[src/rtl/seq_gen_pkg.sv]
// Shared definitions for the serial pattern generator.
//   seq_gen_state_t : FSM state encoding (IDLE, SHIFT, GAP, DONE)
//   DEF_*           : default width constants used as module parameter defaults
//   clamp_len       : min(length, max_len)
package seq_gen_pkg;

    localparam int DEF_MAX_LEN = 16;
    localparam int DEF_LEN_W   = 5;
    localparam int DEF_REP_W   = 4;

    typedef enum logic [1:0] {
        IDLE  = 2'd0,
        SHIFT = 2'd1,
        GAP   = 2'd2,
        DONE  = 2'd3
    } seq_gen_state_t;

    function automatic int clamp_len(input int len, input int max_len);
        return (len > max_len) ? max_len : len;
    endfunction

endpackage

[src/rtl/piso_shift_reg.sv]
// Parallel-in serial-out shift register, LSB out first.
//   clk   : clock
//   rst   : asynchronous active-low reset
//   load  : capture din (takes priority over shift)
//   shift : shift right by one, zero fill
//   din   : parallel data
//   sout  : current LSB
module piso_shift_reg #(
    parameter int WIDTH = 16
) (
    input  logic             clk,
    input  logic             rst,
    input  logic             load,
    input  logic             shift,
    input  logic [WIDTH-1:0] din,
    output logic             sout
);

    logic [WIDTH-1:0] q;

    always_ff @(posedge clk or negedge rst) begin
        if (!rst) begin
            q <= '0;
        end else if (load) begin
            q <= din;
        end else if (shift) begin
            q <= q >> 1;
        end
    end

    assign sout = q[0];

endmodule

[src/rtl/seq_pattern_gen.sv]
// Serial bit-pattern generator. Accepts a parallel pattern through a
// valid/ready load, then drives it LSB-first one bit per clock, repeating
// it repeat_n+1 times with GAP_CYCLES idle cycles between repetitions.
//   clk        : clock
//   rst        : asynchronous active-low reset
//   load_valid : load request
//   load_ready : load can be accepted (IDLE only)
//   pattern    : bits to send, bit 0 first
//   length     : bits per repetition (clamped to MAX_LEN)
//   repeat_n   : extra repetitions ("repeat" is a reserved word)
//   out        : serial data, 0 whenever out_valid is low
//   out_valid  : out carries a pattern bit
//   busy       : load accepted, done not yet issued
//   done       : one-cycle pulse after the final bit
module seq_pattern_gen #(
    parameter int MAX_LEN    = seq_gen_pkg::DEF_MAX_LEN,
    parameter int LEN_W      = seq_gen_pkg::DEF_LEN_W,
    parameter int REP_W      = seq_gen_pkg::DEF_REP_W,
    parameter int GAP_CYCLES = 1
) (
    input  logic               clk,
    input  logic               rst,
    input  logic               load_valid,
    output logic               load_ready,
    input  logic [MAX_LEN-1:0] pattern,
    input  logic [LEN_W-1:0]   length,
    input  logic [REP_W-1:0]   repeat_n,
    output logic               out,
    output logic               out_valid,
    output logic               busy,
    output logic               done
);

    import seq_gen_pkg::*;

    localparam int GAP_W = (GAP_CYCLES > 1) ? $clog2(GAP_CYCLES) : 1;

    seq_gen_state_t     state;
    logic [LEN_W-1:0]   bit_cnt;
    logic [LEN_W-1:0]   eff_len;
    logic [REP_W-1:0]   rep_cnt;
    logic [GAP_W-1:0]   gap_cnt;
    logic [MAX_LEN-1:0] saved_pat;

    logic               accept;
    logic               reload;
    logic               sh_load;
    logic               sh_shift;
    logic               sh_out;
    logic [MAX_LEN-1:0] sh_din;
    logic [LEN_W-1:0]   len_clamped;

    assign len_clamped = LEN_W'(clamp_len(int'(length), MAX_LEN));
    assign accept      = (state == IDLE) && load_valid && load_ready;

    // A new repetition starts either straight from the last bit (no gap)
    // or at the end of the gap; both restore the saved pattern.
    assign reload = ((state == SHIFT) && (bit_cnt == '0) && (rep_cnt != '0) &&
                     (GAP_CYCLES == 0)) ||
                    ((state == GAP) && (gap_cnt == '0));

    assign sh_load  = accept || reload;
    assign sh_shift = (state == SHIFT);
    assign sh_din   = accept ? pattern : saved_pat;

    piso_shift_reg #(
        .WIDTH (MAX_LEN)
    ) u_shreg (
        .clk   (clk),
        .rst   (rst),
        .load  (sh_load),
        .shift (sh_shift),
        .din   (sh_din),
        .sout  (sh_out)
    );

    // Pattern copy for repetitions; pure data, only meaningful after a load.
    always_ff @(posedge clk) begin
        if (accept) begin
            saved_pat <= pattern;
        end
    end

    // Outputs are registered one edge behind the state, so the first bit
    // appears on the edge after the accepting edge.
    always_ff @(posedge clk or negedge rst) begin
        if (!rst) begin
            state      <= IDLE;
            bit_cnt    <= '0;
            eff_len    <= '0;
            rep_cnt    <= '0;
            gap_cnt    <= '0;
            out        <= 1'b0;
            out_valid  <= 1'b0;
            load_ready <= 1'b1;
            busy       <= 1'b0;
            done       <= 1'b0;
        end else begin
            out       <= 1'b0;
            out_valid <= 1'b0;
            done      <= 1'b0;
            case (state)
                IDLE: begin
                    if (accept) begin
                        load_ready <= 1'b0;
                        busy       <= 1'b1;
                        eff_len    <= len_clamped;
                        rep_cnt    <= repeat_n;
                        bit_cnt    <= len_clamped - 1'b1;
                        state      <= (len_clamped == '0) ? DONE : SHIFT;
                    end else begin
                        load_ready <= 1'b1;
                    end
                end
                SHIFT: begin
                    out       <= sh_out;
                    out_valid <= 1'b1;
                    bit_cnt   <= bit_cnt - 1'b1;
                    if (bit_cnt == '0) begin
                        if (rep_cnt != '0) begin
                            rep_cnt <= rep_cnt - 1'b1;
                            bit_cnt <= eff_len - 1'b1;
                            if (GAP_CYCLES > 0) begin
                                state   <= GAP;
                                gap_cnt <= GAP_W'(GAP_CYCLES - 1);
                            end
                        end else begin
                            state <= DONE;
                        end
                    end
                end
                GAP: begin
                    if (gap_cnt == '0) begin
                        state   <= SHIFT;
                        bit_cnt <= eff_len - 1'b1;
                    end else begin
                        gap_cnt <= gap_cnt - 1'b1;
                    end
                end
                DONE: begin
                    done  <= 1'b1;
                    busy  <= 1'b0;
                    state <= IDLE;
                end
                default: state <= IDLE;
            endcase
        end
    end

endmodule

[config.mk]
export PLATFORM = sky130hd
export DESIGN_NAME = seq_pattern_gen
export DESIGN_NICKNAME = d
export VERILOG_FILES = /design/src/rtl/seq_gen_pkg.sv /design/src/rtl/piso_shift_reg.sv /design/src/rtl/seq_pattern_gen.sv
export SDC_FILE = /design/constraint.sdc
export NUM_CORES = 1
export LEC_CHECK = 0
export CORE_MARGIN = 3
export CORE_UTILIZATION = 55
export DETAILED_ROUTE_END_ITERATION = 10
export DONT_BUFFER_PORTS = 1
export PLACE_DENSITY = 0.7
export SETUP_SLACK_MARGIN = 0.4
export SYNTH_ARGS = -nofsm -noshare
export SYNTH_HDL_FRONTEND = slang
export SYNTH_SLANG_ARGS = --single-unit
export TNS_END_PERCENT = 5
[constraint.sdc]
create_clock -name clk -period 2.2 [get_ports clk]
set_input_delay 0.22 -clock clk [delete_from_list [all_inputs] [get_ports clk]]
set_output_delay 0.22 -clock clk [all_outputs]
set_load 0.005 [all_outputs]
==> run_1/final_clocks.png <==
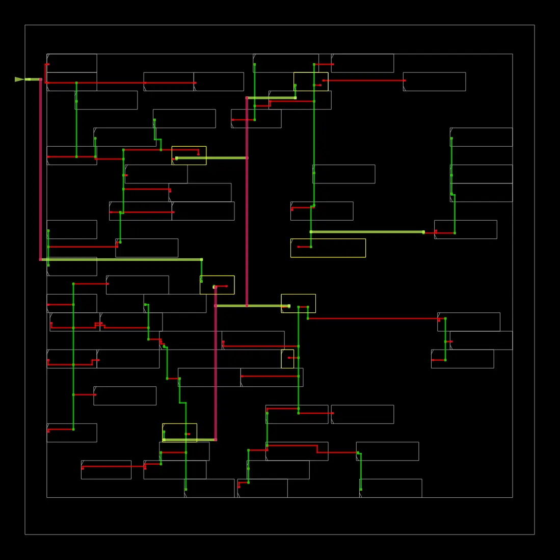
Clk power: 0.639 mW
Clock Sinks: 53
Setup Skew: 4.023 ps
Inserted Clock Buffers: 5
clock buffers: 5

==> run_1/pins.png <==
(4 px per um) Pins as bars across the die edge, other pins in grey.
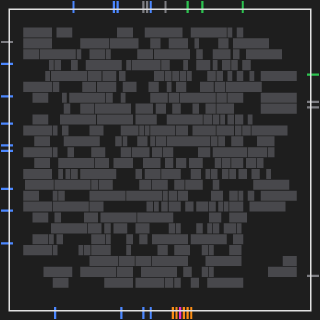
Blue stands for pattern, pins 16, direction input, edge 8 left, 4 bottom, 4 top. Green stands for repeat_n, pins 4, direction input, edge 3 top, 1 right. Magenta stands for out, pins 1, direction output, edge bottom. Orange stands for length, pins 5, direction input, edge bottom.

==> run_1/clock_map.png <==
(8 px per um)
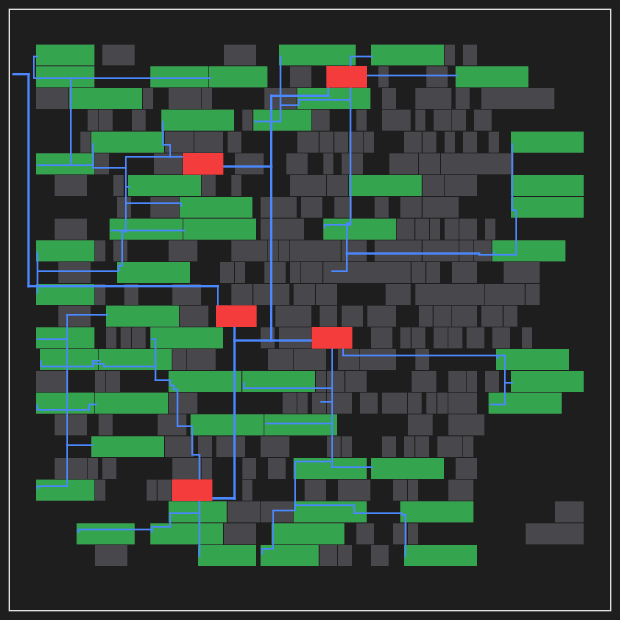
Red stands for cells driving clock nets, count 5. Blue stands for clock wires, length 601 um. Green stands for flip-flops, count 53.
There are 6 routed clock nets. Position of the flops: widely spread.

==> impl_metrics.json, run 1 <==
{
  "status": "finished clean",
  "grt_max_degree": 38,
  "logic_family": "AND-OR/OR-AND gates",
  "seq_area_frac": 0.4268,
  "rsz0062_at_grt": "yes",
  "inv_count": 13,
  "largest_cell_class": "logic gates",
  "buffers": 13,
  "design_area_sq_um": 2923,
  "hold_ws_ps": 52.53,
  "p_leak_nw": 1.215,
  "arrival_ps": 2060,
  "powerComb_mw": 2.48,
  "rr_endpoint": "bit_cnt[3]",
  "fp_util": 0.5850,
  "slowest_stage": "or3b_4",
  "ys_cells": 256,
  "area_leaders": "dfrtp_1 34%, dfxtp_1 12%, mux2_2 7.3%",
  "synth_area_leader_cell": "dfrtp_1",
  "vias": 1860,
  "ioPinCount": 33,
  "use_met1": 0.2466,
  "yosysUniqueCellTypes": 42,
  "power_leader": "combinational cells",
  "start_kind": "flop",
  "diodes": 0,
  "lay_top_count": "dfrtp_1",
  "slowest_delay_ps": 410,
  "clockRootBuffer": "clkbuf_8",
  "holdPathStages": 2,
  "post-cts-setup-buffers": 1,
  "openroad.warnings": 35,
  "synthCells": 256,
  "min_from": "length[3]",
  "drc": 0,
  "synthTopCellsByCount": "36 x dfrtp_1, 28 x a21oi_1, 24 x nor2_1"
}
--- run 2 (diff from run 1) ---
Settings changed: PLACE_DENSITY 0.7 to 0.73.
Clock period 2.2 ns to 1.58 ns, I/O delays scaled along.
==> impl_metrics.json, run 2 <==
{
  "status": "finished with violations",
  "violations": "negative setup slack",
  "clkSinkCount": 53,
  "holdPathStages": 2,
  "powerComb_mw": 4.49,
  "openroad.warnings": 35,
  "logic_family": "AND-OR/OR-AND gates",
  "arrival_ps": 2060,
  "numCtsBuffers": 5,
  "crit_family": "AND-OR/OR-AND gates",
  "vias": 2036,
  "hold_ws_ps": 14.39,
  "power_leader": "combinational cells",
  "ioPinCount": 33,
  "synthTopCellsByCount": "36 x dfrtp_1, 28 x a21oi_1, 24 x nor2_1",
  "p_leak_nw": 1.461,
  "clockRootBuffer": "clkbuf_8",
  "min_from": "length[4]",
  "rsz0062_at_grt": "yes",
  "drc": 0,
  "dp_slack_ps": -211.9,
  "seq_area_frac": 0.3655,
  "use_met1": 0.2814,
  "final-setup-viol-count": 27,
  "start_kind": "flop",
  "yosysUniqueCellTypes": 42,
  "slowest_delay_ps": 400,
  "diodes": 0,
  "synthCells": 256,
  "grt_max_degree": 38,
  "inv_count": 13,
  "synth_area_leader_cell": "dfrtp_1",
  "rr_endpoint": "bit_cnt[3]",
  "via_per_inst": 5.548,
  "largest_cell_class": "logic gates",
  "design_area_sq_um": 3413,
  "fa_ha_area_frac": 0.05258,
  "nClkBuffers": 5,
  "layout_setup_ws_ps": -223.8,
  "tns_ps": -1827,
  "buffers": 64,
  "ys_cells": 256,
  "post-cts-setup-buffers": 1,
  "maxCapViolations": 0,
  "area_leaders": "dfrtp_1 34%, dfxtp_1 12%, mux2_2 7.3%",
  "slowest_stage": "dfrtp_1",
  "lay_top_count": "buf_4",
  "fp_util": 0.5850
}
==> run_2/final_clocks.png <==
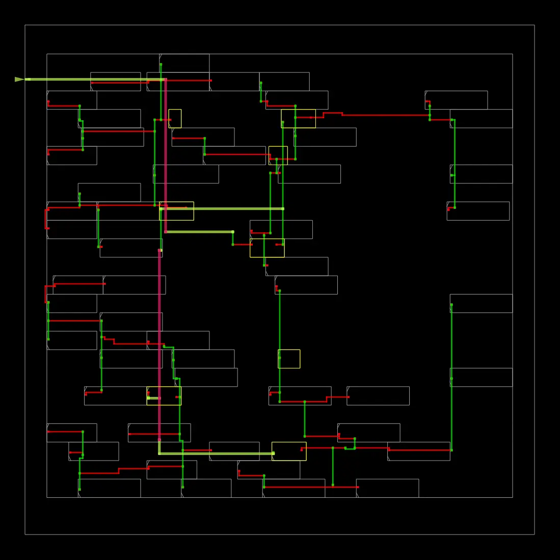
Setup Skew: 4.420 ps
later-pin clock latency in the skew report: 310 ps
flop count: 53
Clk power: 0.771 mW

--- run 3 (diff from run 2) ---
Settings changed: RECOVER_POWER set to 50.
==> impl_metrics.json, run 3 <==
{
  "status": "finished with violations",
  "violations": "negative setup slack",
  "synth_area_leader_cell": "dfrtp_1",
  "largest_cell_class": "logic gates",
  "maxCapViolations": 0,
  "grt_max_degree": 38,
  "numCtsBuffers": 5,
  "final-setup-viol-count": 27,
  "ioPinCount": 33,
  "diodes": 0,
  "buffers": 64,
  "area_leaders": "dfrtp_1 34%, dfxtp_1 12%, mux2_2 7.3%",
  "inv_count": 13,
  "slowest_delay_ps": 400,
  "layout_setup_ws_ps": -223.0,
  "power_leader": "combinational cells",
  "arrival_ps": 2060,
  "hold_ws_ps": 14.10,
  "ff_count": 53,
  "clockRootBuffer": "clkbuf_8",
  "clkSinkCount": 53,
  "via_per_inst": 5.531,
  "nClkBuffers": 5
}
==> run_3/final_clocks.png <==
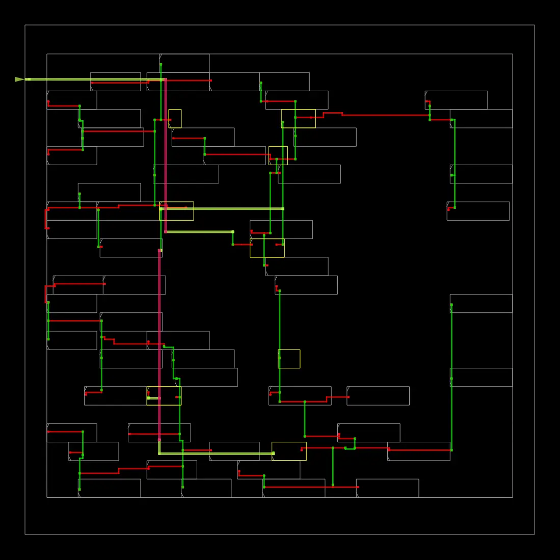
Setup Skew: 5.022 ps
Clk power: 0.770 mW


==> gallery <==
Placement by cell class.
(4 px per um) Fill, decap, tap and diode cells in grey.
panel A
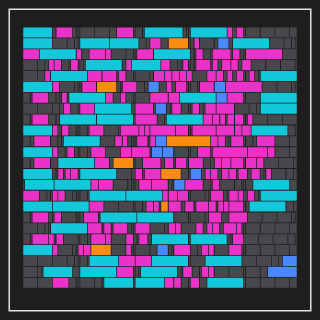
panel B
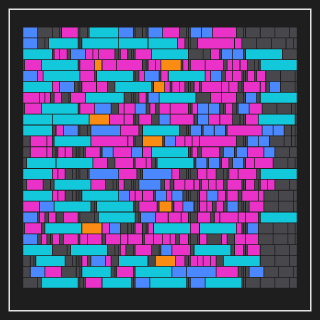
- panel A = run 1
- panel B = run 2
The one with the highest utilization is panel B.
The one with the most cells is panel B.

Key to panel A:
Orange stands for clock drivers and dummy loads, cells 7. Cyan stands for flip-flops, cells 53. Blue stands for other buffers and delay cells, cells 13. Magenta stands for all other logic, cells 190.

Power and IR drop assume default switching activity.
